`src/rtl/accumulate_fifo_if.sv`:
```
// Write/read slave bus bundle for accumulate_fifo.
interface accumulate_fifo_if #(
    parameter int unsigned DATA_WIDTH = 32,
    parameter int unsigned DEPTH_LOG2 = 3
);
    logic [2*DATA_WIDTH-1:0] writedata;
    logic                    write;
    logic                    write_waitrequest;
    logic                    read;
    logic [2*DATA_WIDTH-1:0] readdata;
    logic                    read_waitrequest;
    logic [DEPTH_LOG2:0]     level;

    modport slave (
        input  writedata, write, read,
        output write_waitrequest, readdata, read_waitrequest, level
    );

    modport master (
        output writedata, write, read,
        input  write_waitrequest, readdata, read_waitrequest, level
    );
endinterface

```
`src/rtl/accumulate_fifo.sv`:
```
// Coalescing key/value FIFO: updates to an already-queued key add into that
// entry, new keys append at the tail; entries drain in allocation order.
// Optional: define ACCUMULATE_FIFO_SATURATE_EN to clamp hit sums at all-ones
// instead of wrapping.
module accumulate_fifo #(
    parameter int unsigned DEPTH_LOG2 = 3,
    parameter int unsigned DATA_WIDTH = 32
) (
    input  logic              clk,
    input  logic              reset,
    accumulate_fifo_if.slave  bus
);
    localparam int unsigned DEPTH = 2**DEPTH_LOG2;
    localparam int unsigned LW    = DEPTH_LOG2 + 1;

    logic                  valid_q [DEPTH];
    logic [DATA_WIDTH-1:0] key_q   [DEPTH];
    logic [DATA_WIDTH-1:0] val_q   [DEPTH];
    logic [DEPTH_LOG2-1:0] head_q;
    logic [DEPTH_LOG2-1:0] tail_q;
    logic [LW-1:0]         count_q;

    logic [DATA_WIDTH-1:0] wkey_c;
    logic [DATA_WIDTH-1:0] wval_c;
    logic                  wr_en_c;
    logic                  rd_en_c;
    logic                  hit_c;
    logic [DEPTH_LOG2-1:0] hit_idx_c;
    logic                  wr_miss_c;
    logic [DATA_WIDTH-1:0] sum_c;
    logic [LW-1:0]         count_next_c;

    assign wkey_c = bus.writedata[2*DATA_WIDTH-1:DATA_WIDTH];
    assign wval_c = bus.writedata[DATA_WIDTH-1:0];

    // Accept strobes, gated by the registered occupancy flags
    assign wr_en_c = bus.write && !bus.write_waitrequest;
    assign rd_en_c = bus.read  && !bus.read_waitrequest;

    // Key match against live entries; the entry popped this cycle is already committed
    always_comb begin
        hit_c     = 1'b0;
        hit_idx_c = '0;
        for (int unsigned i = 0; i < DEPTH; i++) begin
            if (valid_q[i] && (key_q[i] == wkey_c) &&
                !(rd_en_c && (DEPTH_LOG2'(i) == head_q))) begin
                hit_c     = 1'b1;
                hit_idx_c = DEPTH_LOG2'(i);
            end
        end
    end

`ifdef ACCUMULATE_FIFO_SATURATE_EN
    logic [DATA_WIDTH:0] sum_full_c;

    // Widened add, clamped to all-ones on carry out
    always_comb begin
        sum_full_c = {1'b0, val_q[hit_idx_c]} + {1'b0, wval_c};
        sum_c      = sum_full_c[DATA_WIDTH] ? {DATA_WIDTH{1'b1}} : sum_full_c[DATA_WIDTH-1:0];
    end
`else
    // Modulo add
    always_comb begin
        sum_c = val_q[hit_idx_c] + wval_c;
    end
`endif

    // Next occupancy: a miss grows the table, a pop shrinks it
    always_comb begin
        wr_miss_c    = wr_en_c && !hit_c;
        count_next_c = count_q + LW'(wr_miss_c) - LW'(rd_en_c);
    end

    // Entry storage, pointers, occupancy flags and read data
    always_ff @(posedge clk or posedge reset) begin
        if (reset) begin
            for (int unsigned i = 0; i < DEPTH; i++) begin
                valid_q[i] <= 1'b0;
                key_q[i]   <= '0;
                val_q[i]   <= '0;
            end
            head_q                <= '0;
            tail_q                <= '0;
            count_q               <= '0;
            bus.readdata          <= '0;
            bus.write_waitrequest <= 1'b0;
            bus.read_waitrequest  <= 1'b1;
        end else begin
            if (rd_en_c) begin
                bus.readdata    <= {key_q[head_q], val_q[head_q]};
                valid_q[head_q] <= 1'b0;
                head_q          <= head_q + DEPTH_LOG2'(1);
            end
            if (wr_en_c) begin
                if (hit_c) begin
                    val_q[hit_idx_c] <= sum_c;
                end else begin
                    valid_q[tail_q] <= 1'b1;
                    key_q[tail_q]   <= wkey_c;
                    val_q[tail_q]   <= wval_c;
                    tail_q          <= tail_q + DEPTH_LOG2'(1);
                end
            end
            count_q               <= count_next_c;
            bus.write_waitrequest <= (count_next_c == LW'(DEPTH));
            bus.read_waitrequest  <= (count_next_c == '0);
        end
    end

    assign bus.level = count_q;
endmodule

```
`src/flat_wrapper.sv`:
```
// flat-port wrapper written by rule: the top's interface ports become plain ports
module accumulate_fifo_flat 
#(
    parameter int unsigned DEPTH_LOG2 = 3,
    parameter int unsigned DATA_WIDTH = 32
)
  (clk, reset, bus_writedata, bus_write, bus_read, bus_write_waitrequest, bus_readdata, bus_read_waitrequest, bus_level);
  accumulate_fifo_if #(.DATA_WIDTH(DATA_WIDTH), .DEPTH_LOG2(DEPTH_LOG2)) bus_i ();
  input  logic clk;
  input  logic reset;
  input wire logic [$bits(bus_i.writedata)-1:0] bus_writedata;
  input wire logic [$bits(bus_i.write)-1:0] bus_write;
  input wire logic [$bits(bus_i.read)-1:0] bus_read;
  output wire logic [$bits(bus_i.write_waitrequest)-1:0] bus_write_waitrequest;
  output wire logic [$bits(bus_i.readdata)-1:0] bus_readdata;
  output wire logic [$bits(bus_i.read_waitrequest)-1:0] bus_read_waitrequest;
  output wire logic [$bits(bus_i.level)-1:0] bus_level;
  assign bus_i.writedata = bus_writedata;
  assign bus_i.write = bus_write;
  assign bus_i.read = bus_read;
  assign bus_write_waitrequest = bus_i.write_waitrequest;
  assign bus_readdata = bus_i.readdata;
  assign bus_read_waitrequest = bus_i.read_waitrequest;
  assign bus_level = bus_i.level;
  accumulate_fifo #(.DEPTH_LOG2(DEPTH_LOG2), .DATA_WIDTH(DATA_WIDTH)) u_core (.clk(clk), .reset(reset), .bus(bus_i));
endmodule
```
`config.mk`:
```
export PLATFORM = sky130hd
export DESIGN_NAME = accumulate_fifo_flat
export DESIGN_NICKNAME = d
export VERILOG_FILES = /design/src/rtl/accumulate_fifo_if.sv /design/src/rtl/accumulate_fifo.sv /design/src/flat_wrapper.sv
export SDC_FILE = /design/constraint.sdc
export NUM_CORES = 2
export LEC_CHECK = 0
export ABC_CLOCK_PERIOD_IN_PS = 24600
export CELL_PAD_IN_SITES_DETAIL_PLACEMENT = 0
export CELL_PAD_IN_SITES_GLOBAL_PLACEMENT = 1
export CORE_UTILIZATION = 48
export CTS_CLUSTER_SIZE = 30
export DETAILED_ROUTE_END_ITERATION = 8
export GPL_TIMING_DRIVEN = 0
export HOLD_SLACK_MARGIN = 0.1
export PLACE_DENSITY_LB_ADDON = 0.1
export SLEW_MARGIN = 15
export SYNTH_ARGS = -nofsm -noshare
export SYNTH_HDL_FRONTEND = slang
export SYNTH_SLANG_ARGS = --single-unit
```
`constraint.sdc`:
```
create_clock -name clk -period 24.6 [get_ports clk]
set_input_delay 3.69 -clock clk [delete_from_list [all_inputs] [get_ports clk]]
set_output_delay 3.69 -clock clk [all_outputs]
set_load 0.05 [all_outputs]
```
**Metal 1**

Scale: 1.5 px per um. Supply wires on this layer in grey.
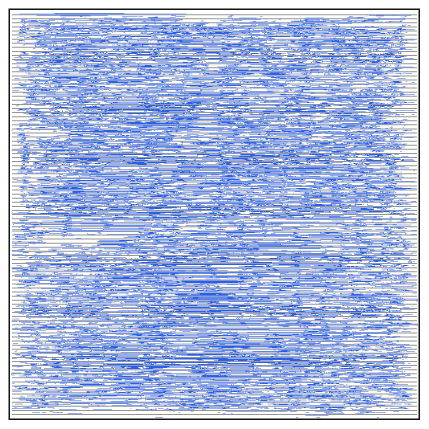
main direction: horizontal
nets with wire on the layer: 3709
share of all routed wire: 40%
wire length on this layer: 68.5 mm

**The metal 2 layer**

Scale: 1 px per um.
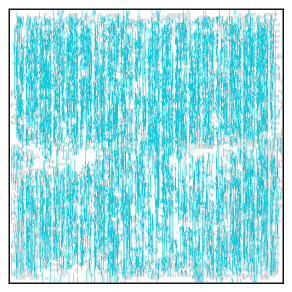
longest straight run: 107 um
wire length on this layer: 65.8 mm
main direction: vertical

==> flow.log <==
[report] extracting results
[metrics] run status: finished clean
[metrics] clock tree root driver cell: clkbuf_16
[metrics] Top cell excl fill/tap: nand2_1
[metrics] IO buf count: 104
[metrics] share of the core filled with cells: 55.7%
[metrics] post-cts repair resize count: 0
[metrics] summed negative setup slack over all endpoints: 0 ns
[metrics] final setup skew: 0.0244 ns
[metrics] xor and xnor fraction of the mapped netlist area: 7.65%
[metrics] Top Registers: u_core.key_q (256), u_core.val_q (256), u_core.bus.readdata (64)
[metrics] antenna violations before repair: 9
[metrics] horizontal die size: 272 um
[metrics] count of pins over their slew limit: 0
[metrics] final cell count without fillers: 4828
[metrics] highest attainable clock frequency: 75.5 MHz
[metrics] register area share after synthesis: 42.5%
[metrics] distinct cell type count after synthesis: 79
[metrics] max_cap viols: 0
[metrics] proportion of synthesized area in mux cells: 14.4%
[metrics] yosys synthesis chip area: 35100 sq um
[metrics] Slowest-stage cell, CP: nor4_1
[metrics] detailed-route via count: 33700
[metrics] via/cell ratio: 6.99
[metrics] chip area: 74200 sq um
[metrics] Clock transition at path regs: 0.06 ns
[metrics] worst reg-to-reg path cell count: 30
[metrics] setup repair after global routing missed its margin: no
[metrics] fraction of standard cell area in multi-input logic: 46.7%
[metrics] maximum number of pins on one net before global-route repair: 109
[metrics] vias in the first global route: 32000
[metrics] total number of tap cells: 950
[metrics] clk cell area share: 6.10%
[metrics] clock latency reported for the late side of the worst-skew pair: 0.64 ns
[metrics] Repair and plain buffers: 448
[metrics] R2R Path End: u_core.val_q[158]
[metrics] die boundary height: 272 um
[metrics] post-placement cell count: 4702
[metrics] final instance area: 40100 sq um
[metrics] Routed Wire Length: 172000 um
[metrics] slowest stage delay, CP: 1.03 ns
[metrics] register-to-register path setup slack: 12.15 ns
[metrics] Worst Path Required: 25.10 ns
[metrics] startpoint of the worst hold path: u_core.val_q[113]
[metrics] type of the worst setup path: input pin to flip-flop
[metrics] Worst Hold Depth: 2
[metrics] Ant. Diodes: 4
[metrics] fraction of synthesis flops using an asynchronous set or reset pin: 100%
[metrics] crit path capture: u_core.val_q[158]
[metrics] Hold Worst Slack: 0.506 ns
[metrics] final worst-path setup slack: 11.35 ns
[metrics] number of cells in Yosys stat: 3636
[metrics] count of final setup violators: 0
[metrics] hold_buf cts: 0
[metrics] crit-path max FO: 10
[metrics] worst-case setup slack after placement: 11.33 ns
[metrics] first-iteration detailed-routing DRC count: 5692
[metrics] post-synthesis adder-cell area fraction: 1.86%
[metrics] maximum buffer depth of the clock tree: 3
[metrics] Bufs and invs on worst path: 5
**Signal wires on met3**

Scale: 1.5 px per um.
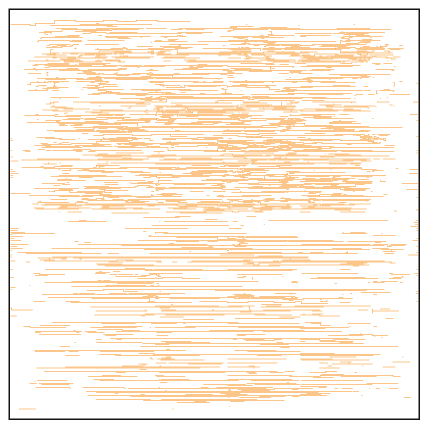
main direction: horizontal
wire length on this layer: 28.6 mm
share of all routed wire: 17%

**Met4 routing**

Scale: 1.5 px per um. Supply wires on this layer in grey.
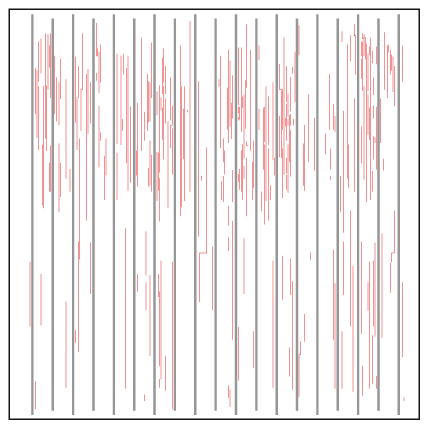
nets with wire on the layer: 157
main direction: vertical
longest straight run: 114 um

[tightest hold or removal path, cell delays in order, from the launching register on]
cell	delay, ns
dfrtp_1	0.36
nand2_1	0.05
o21ai_0	0.06
[layer usage]
| layer | wire (um) | vias to the layer above | GRT usage [%] | part of all wire [%] |
|---|---|---|---|---|
| met5 | 297 | - | 2.76 | 0.17 |
| met4 | 8520 | 8 | 19.8 | 5.0 |
| met3 | 28600 | 568 | 20.2 | 17 |
| met2 | 65800 | 2952 | 59.2 | 38 |
| met1 | 68500 | 16800 | 65.3 | 40 |
| li1 | - | 13400 | - | - |
[Yosys cell counts (6+ instances only)]
cell,n,area share (%)
a22o_1,42,1.0
a21o_1,12,0.26
a32oi_1,6,0.15
or3_1,8,0.14
o21a_1,6,0.13
nand4_1,37,0.66
buf_1,52,0.56
clkbuf_2,14,0.20
buf_2,71,1.0
o21ai_0,215,3.1
nor2_1,223,2.4
nor2b_1,13,0.23
o22ai_1,91,1.6
o221ai_1,31,0.77
a21oi_1,250,3.6
o21ai_1,8,0.11
mux4_2,128,8.2
inv_1,36,0.39
nand4b_1,7,0.17
o31ai_1,10,0.21
xnor2_1,110,2.7
dfrtp_1,595,42
a31oi_1,69,1.2
mux2_2,192,6.2
or4_1,14,0.30
nor3_1,25,0.36
o2bb2a_1,14,0.40
or2_2,7,0.12
o211ai_1,6,0.13
a211oi_1,8,0.17
nand2_1,637,6.8
xor2_1,193,4.8
clkbuf_1,193,2.1
o21bai_1,6,0.13
ha_1,49,1.7
nor4_1,63,1.1
a22oi_1,81,1.7
nand3_1,40,0.57
[report_power, final]
| part | total (mW) | internal, mW | switching [mW] |
|---|---|---|---|
| Clock | 1.15 | 0.686 | 0.463 |
| Combinational | 3.00 | 1.09 | 1.91 |
| Sequential | 1.89 | 1.45 | 0.442 |
